**Cell classes on the final placement**

The bar under the picture is 20 um long. Fill, decap, tap and diode cells in gray.
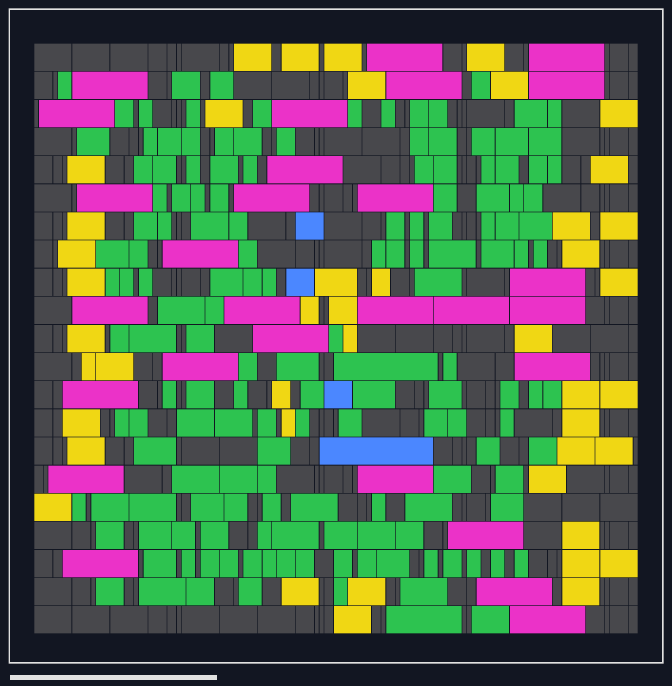
**Cell placement**

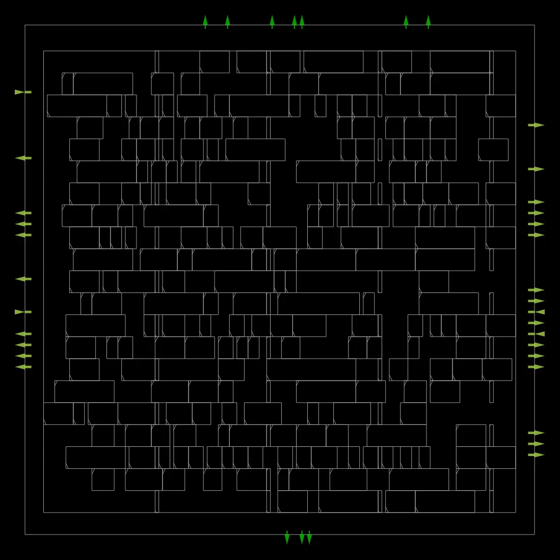
**Supply network**

Pins as bars on the die edge. Tap cells in gray.
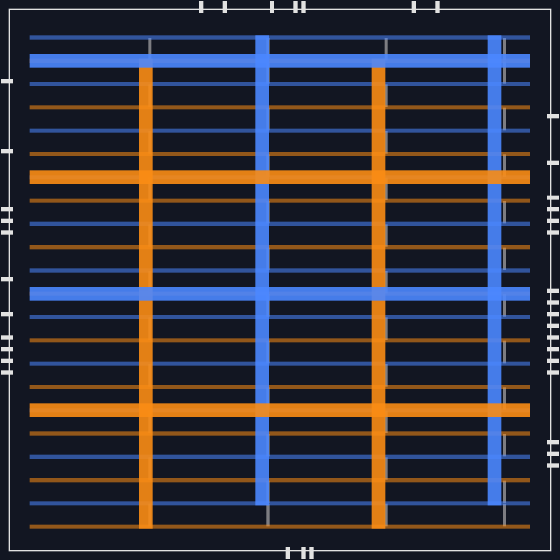
**Clock wires, drivers and flops**

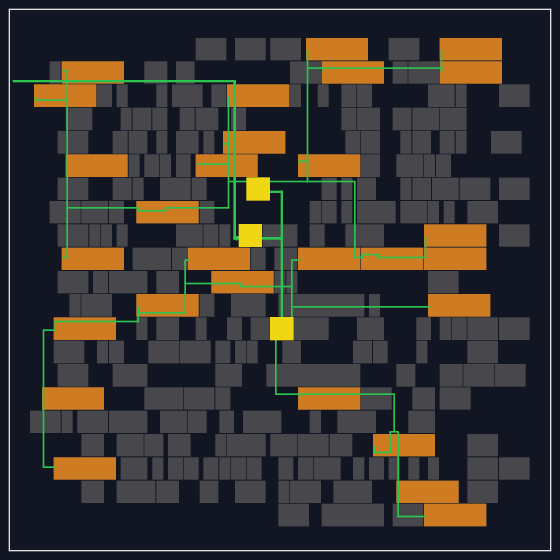
**Metal 2**

The bar under the picture is 20 um long.
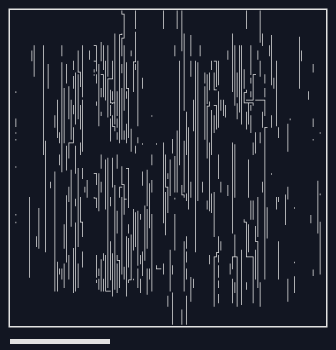
[src/rtl/fifo_control_pkg.sv]
`default_nettype none
// ============================================================================
//  Module      : fifo_control_pkg
//  Description : Shared defaults for the FIFO control block and the RAM
//                (memoria) instance that sits beside it. Also defines the
//                per-cycle operation encoding used by the occupancy counter.
//  Revision    : 1.0  initial release
// ============================================================================
package fifo_control_pkg;

  // Defaults shared by the controller and the memoria instance.
  localparam int DEF_ADDR_WIDTH = 8;
  localparam int DEF_DEPTH      = 8;
  localparam int DEF_AF_THRESH  = 6;
  localparam int DEF_AE_THRESH  = 2;

  // Accepted operations in one cycle: {write accepted, read accepted}.
  typedef enum logic [1:0] {
    OP_IDLE = 2'b00,
    OP_RD   = 2'b01,
    OP_WR   = 2'b10,
    OP_BOTH = 2'b11
  } fifo_op_e;

endpackage : fifo_control_pkg
`default_nettype wire

[src/rtl/fifo_ptr.sv]
`default_nettype none
// ============================================================================
//  Module      : fifo_ptr
//  Description : Wrapping address register. Advances by one on inc and
//                wraps from DEPTH-1 back to 0, so it never leaves 0..DEPTH-1.
//  Ports       : clk   - clock, rising edge
//                reset - synchronous active-high reset (ptr -> 0)
//                inc   - advance the pointer this cycle
//                ptr   - registered pointer value
//  Revision    : 1.0  initial release
// ============================================================================
module fifo_ptr
  import fifo_control_pkg::*;
#(
  parameter int ADDR_WIDTH = DEF_ADDR_WIDTH,
  parameter int DEPTH      = DEF_DEPTH
) (
  input  logic                  clk,
  input  logic                  reset,
  input  logic                  inc,
  output logic [ADDR_WIDTH-1:0] ptr
);

  localparam logic [ADDR_WIDTH-1:0] C_LAST = ADDR_WIDTH'(DEPTH - 1);

  logic [ADDR_WIDTH-1:0] ptr_q;
  logic [ADDR_WIDTH-1:0] ptr_d;

  always_comb begin
    ptr_d = ptr_q;
    if (inc) begin
      ptr_d = (ptr_q == C_LAST) ? '0 : ptr_q + ADDR_WIDTH'(1);
    end
  end

  always_ff @(posedge clk) begin
    if (reset) begin
      ptr_q <= '0;
    end else begin
      ptr_q <= ptr_d;
    end
  end

  assign ptr = ptr_q;

endmodule : fifo_ptr
`default_nettype wire

[src/rtl/fifo_control.sv]
`default_nettype none
// ============================================================================
//  Module      : fifo_control
//  Description : Control half of a FIFO built around the registered-output
//                RAM memoria. Generates RAM addresses and strobes, tracks
//                occupancy, decodes status flags and keeps sticky error bits.
//  Ports       : clk, reset            - clock / synchronous active-high reset
//                push, pop             - producer / consumer requests
//                wr_ptr, rd_ptr        - RAM write / read addresses
//                write_enable,
//                read_enable           - RAM strobes (accepted requests)
//                fifo_count            - occupancy 0..DEPTH
//                full, empty,
//                almost_full,
//                almost_empty          - status flags decoded from fifo_count
//                data_valid            - RAM output holds the popped word
//                overflow, underflow   - sticky error flags
//  Revision    : 1.0  initial release
// ============================================================================
module fifo_control
  import fifo_control_pkg::*;
#(
  parameter int ADDR_WIDTH = DEF_ADDR_WIDTH,
  parameter int DEPTH      = DEF_DEPTH,
  parameter int AF_THRESH  = DEF_AF_THRESH,
  parameter int AE_THRESH  = DEF_AE_THRESH
) (
  input  logic                  clk,
  input  logic                  reset,
  input  logic                  push,
  input  logic                  pop,
  output logic [ADDR_WIDTH-1:0] wr_ptr,
  output logic [ADDR_WIDTH-1:0] rd_ptr,
  output logic                  write_enable,
  output logic                  read_enable,
  output logic [ADDR_WIDTH:0]   fifo_count,
  output logic                  full,
  output logic                  empty,
  output logic                  almost_full,
  output logic                  almost_empty,
  output logic                  data_valid,
  output logic                  overflow,
  output logic                  underflow
);

  localparam int              C_CW    = ADDR_WIDTH + 1;
  localparam logic [C_CW-1:0] C_DEPTH = C_CW'(DEPTH);
  localparam logic [C_CW-1:0] C_AF    = C_CW'(AF_THRESH);
  localparam logic [C_CW-1:0] C_AE    = C_CW'(AE_THRESH);

  logic [C_CW-1:0] count_q;
  logic [C_CW-1:0] count_d;
  logic            data_valid_q;
  logic            overflow_q;
  logic            underflow_q;
  fifo_op_e        op;

  // Flags decode the registered count directly, so they never lag it.
  assign full         = (count_q == C_DEPTH);
  assign empty        = (count_q == '0);
  assign almost_full  = (count_q >= C_AF);
  assign almost_empty = (count_q <= C_AE);

  // Accept decisions use only the registered flags: a same-cycle pop cannot
  // make room for a push when full, nor a push feed a pop when empty.
  assign write_enable = push & ~full  & ~reset;
  assign read_enable  = pop  & ~empty & ~reset;

  assign op = fifo_op_e'({write_enable, read_enable});

  always_comb begin
    count_d = count_q;
    case (op)
      OP_WR:   count_d = count_q + C_CW'(1);
      OP_RD:   count_d = count_q - C_CW'(1);
      default: count_d = count_q;
    endcase
  end

  always_ff @(posedge clk) begin
    if (reset) begin
      count_q      <= '0;
      data_valid_q <= 1'b0;
      overflow_q   <= 1'b0;
      underflow_q  <= 1'b0;
    end else begin
      count_q      <= count_d;
      // The RAM registers its output, so the word is valid one cycle later.
      data_valid_q <= read_enable;
      overflow_q   <= overflow_q  | (push & full);
      underflow_q  <= underflow_q | (pop & empty);
    end
  end

  fifo_ptr #(
    .ADDR_WIDTH (ADDR_WIDTH),
    .DEPTH      (DEPTH)
  ) u_wr_ptr (
    .clk   (clk),
    .reset (reset),
    .inc   (write_enable),
    .ptr   (wr_ptr)
  );

  fifo_ptr #(
    .ADDR_WIDTH (ADDR_WIDTH),
    .DEPTH      (DEPTH)
  ) u_rd_ptr (
    .clk   (clk),
    .reset (reset),
    .inc   (read_enable),
    .ptr   (rd_ptr)
  );

  assign fifo_count = count_q;
  assign data_valid = data_valid_q;
  assign overflow   = overflow_q;
  assign underflow  = underflow_q;

endmodule : fifo_control
`default_nettype wire
[config.mk]
export PLATFORM = sky130hd
export DESIGN_NAME = fifo_control
export DESIGN_NICKNAME = d
export VERILOG_FILES = /design/src/rtl/fifo_control_pkg.sv /design/src/rtl/fifo_ptr.sv /design/src/rtl/fifo_control.sv
export SDC_FILE = /design/constraint.sdc
export NUM_CORES = 1
export LEC_CHECK = 0
export CORE_MARGIN = 2
export CORE_UTILIZATION = 46
export CTS_BUF_LIST = sky130_fd_sc_hd__clkbuf_4 sky130_fd_sc_hd__clkbuf_8
export DETAILED_ROUTE_END_ITERATION = 10
export GPL_TIMING_DRIVEN = 0
export HOLD_SLACK_MARGIN = 0.08
export PLACE_DENSITY_LB_ADDON = 0.05
export SYNTH_ARGS = -nofsm -noshare
export SYNTH_HDL_FRONTEND = slang
export SYNTH_SLANG_ARGS = --single-unit
[constraint.sdc]
create_clock -name clk -period 4.1 [get_ports clk]
set_input_delay 1.025 -clock clk [delete_from_list [all_inputs] [get_ports clk]]
set_output_delay 1.025 -clock clk [all_outputs]
set_load 0.02 [all_outputs]
==> GITHUB_STEP_SUMMARY <==
### Metrics collected by this job

| Metric | Value |
|---|---|
| Clock Path Buffers | `2` |
| H-tree lvl count | `1` |
| Slew Viols, Final | `0` |
| CTS Buf Count | `3` |
| Area growth syn-to-layout | `29.95%` |
| Yosys cell count | `between 150 and 200` |
| Post-synth ARST share | `0` |
| Status | `completed` |
| DP HPWL | `roughly 2800 um` |
| Share of layout cells above drive strength 1 | `0.08297` |
| PwrDens | `around 440 nW/um^2` |
| Residual DRC count | `0` |
| GRT Util Overall | `0.1997` |
| Post-synth EDFFs | `0` |
| Max-slew headroom | `0.5701` |
| Final Hold Viols | `0` |
| Pre-antenna DRT Iters | `4` |
| Largest net degree at the start of global routing | `17` |
| WS Path Type | `in2reg` |
| Fmax achieved | `about 260 MHz` |
| Cycle use final | `0.9546` |
| Peak VDD IR | `about 0.17 mV` |
| GP Congestion | `0.8388` |
| First-pass GRT wire length | `around 6500 um` |
| IO Pins | `38` |
| DR vias/cell | `approximately 5.5` |
| CTS sink cnt | `28` |
| Initial DRC count | `roughly 78` |
| Worst min path class | `reg2reg` |
| Initial antenna violation count | `0` |
| Unrepaired setup endpoints after global routing | `no` |
| Per-cell routed wire length | `approximately 14 um` |
| Synth cell types | `about 47` |
| Pre-CTS WS | `-0.5433 ns` |
| Root Buffer | `clkbuf_4` |
| Highest metal used | `met4` |
| Hold-fix buffers at CTS | `0` |
| Required time worst endpoint | `about 4.3 ns` |
| Vias | `around 1500` |
| Crit path buffers/inverters | `3` |
| Chip Area, Yosys | `roughly 1600 um^2` |
| Grt ovf | `0` |
| # diodes | `0` |
| Die height | `approximately 63 um` |
## Picture notes: 'cell classes on the final placement'
[clock drivers and dummy loads] blue | cells: 4 | share of their area: 2.6%
[sequential cells] magenta | cells: 28 | share of their area: 28%
[remaining buffers and delay cells] yellow | cells: 44 | share of their area: 20%
[combinational and other logic] green | cells: 153 | share of their area: 50%
# rows: 21
sequential share of cell area: 0.2689
core area: 3337 um^2
Final Cell Area: 2085 um^2
final core occ: 0.6247

## Picture notes: 'cell placement'
fill cell count: 331
FF+latch count: 28
well tap count: 46
final std cells w/o fill: 275

## Picture notes: 'supply network'
[VDD] blue
[VSS] orange
rows: 21
met5 straps: 4
signal pins: 38
tap cells: 46

## Picture notes: 'clock wires, drivers and flops'
[flip-flops] orange | count: 28
[clock wires] green | length: 333 um
[clock drivers] yellow | count: 3
flops lie: widely spread
skew final: 0.002222 ns
Worst-Skew Late Latency: 0.33 ns
clk pwr: 0.183 mW

## Picture notes: 'metal 2'
longest straight run: 38.1 um
nets with wire on the layer: 209
main direction: vertical
share of all routed wire: 47%
wire length on this layer: 1770 um
GRT met2 Usage: 0.3511
final wirelength: 3753 um

area by class of cell:
| class | count | area (um^2) |
|---|---|---|
| inverters | 1 | 3.754 |
| clock inverters | 1 | 30.03 |
| flip-flops and latches | 28 | 560.5 |
| repair buffers | 37 | 367.9 |
| well taps | 46 | 57.56 |
| multi-input cells | 152 | 1005 |
| plain buffers | 7 | 37.54 |
| fillers | 331 | 1252 |
| clock buffers | 3 | 22.52 |
worst register-to-register path: stages, from the launching register on:
cell,delay (ns)
dfxtp_1,0.37
or4_4,0.55
buf_6,0.15
o31a_1,0.36
nand2b_1,0.14
ha_1,0.42
ha_1,0.39
a21o_1,0.20
a31o_2,0.25
o21ai_0,0.13
or3b_2,0.47
mux2_2,0.28
registers in the layout (all words and copies together) (netlist names):
name          count
u_wr_ptr.ptr      8
underflow         1
overflow          1
data_valid        1
fifo_count        9
u_rd_ptr.ptr      8
path summary, 6_finish.rpt:
check                start            end  slack [ns]
min reg2reg      underflow      underflow        0.49
max reg2reg  fifo_count[4]  fifo_count[8]        0.31
min              underflow      underflow        0.49
max                  reset  fifo_count[8]        0.19
synthesized netlist by cell type, types with 2 or more instances:
cell / count / area (um^2)
dfxtp_1: 28 / 560.5
nor2_1: 25 / 93.84
nand2_1: 17 / 63.81
a21oi_1: 16 / 80.08
ha_1: 10 / 125.1
nor3_1: 9 / 45.04
xor2_1: 8 / 70.07
nand3_1: 6 / 30.03
nand4_1: 6 / 37.54
o21ai_0: 6 / 30.03
a21o_1: 4 / 30.03
clkbuf_1: 4 / 15.01
mux2i_1: 4 / 40.04
xnor2_1: 4 / 35.03
nor2b_1: 3 / 18.77
or3_1: 3 / 18.77
or4_1: 3 / 22.52
a31oi_1: 2 / 12.51
o21ai_1: 2 / 10.01
what timing repair did:
action,in CTS,in global routing
setup endpoints to repair,2,2
buffers inserted,0,1
gates resized,1,2
pin swaps,0,1
layout by cell type, fill, tap and decap left out, drive strengths merged, types with 2 or more instances in the layout:
cell type      instances
buf                    4
clkbuf                 7
a31oi                  2
mux2i                  4
clkdlybuf4s50         36
nand2                 17
nand3                  6
ha                    10
nor3                  10
a21o                   4
o21ai                  8
nand4                  6
a21oi                 16
nor2                  26
or3                    3
xnor2                  4
dfxtp                 28
or4b                   2
o31ai                  2
xor2                   8
nor2b                  3
or4                    4
cells by family after synthesis:
kind of cell               Yosys count  share of synthesized area
and+or+nand+nor                     84                     0.2691
adders and majority gates           11                    0.09048
muxes                                5                    0.03198
AOI/OAI and AO/OA                   40                     0.1693
DFF                                 28                     0.3495
xor gates and xnor gates            12                    0.06552
buffers and inverters                8                    0.02417
metal layers:
metal / GRT usage / up-vias
li1: - / 770
met1: 0.2581 / 700
met2: 0.3511 / 41
met3: 0.02500 / 7
met4: 0.05000 / 0
met5: 0 / -
power breakdown:
part / leakage (nW) / switching [mW] / internal (mW)
Clock: 0.0279 / 0.0843 / 0.0989
Combinational: 0.576 / 0.224 / 0.184
Sequential: 0.227 / 0.0344 / 0.298
Total: 0.831 / 0.342 / 0.581
Power figures rest on the tool's default switching activity, not on a simulated workload.
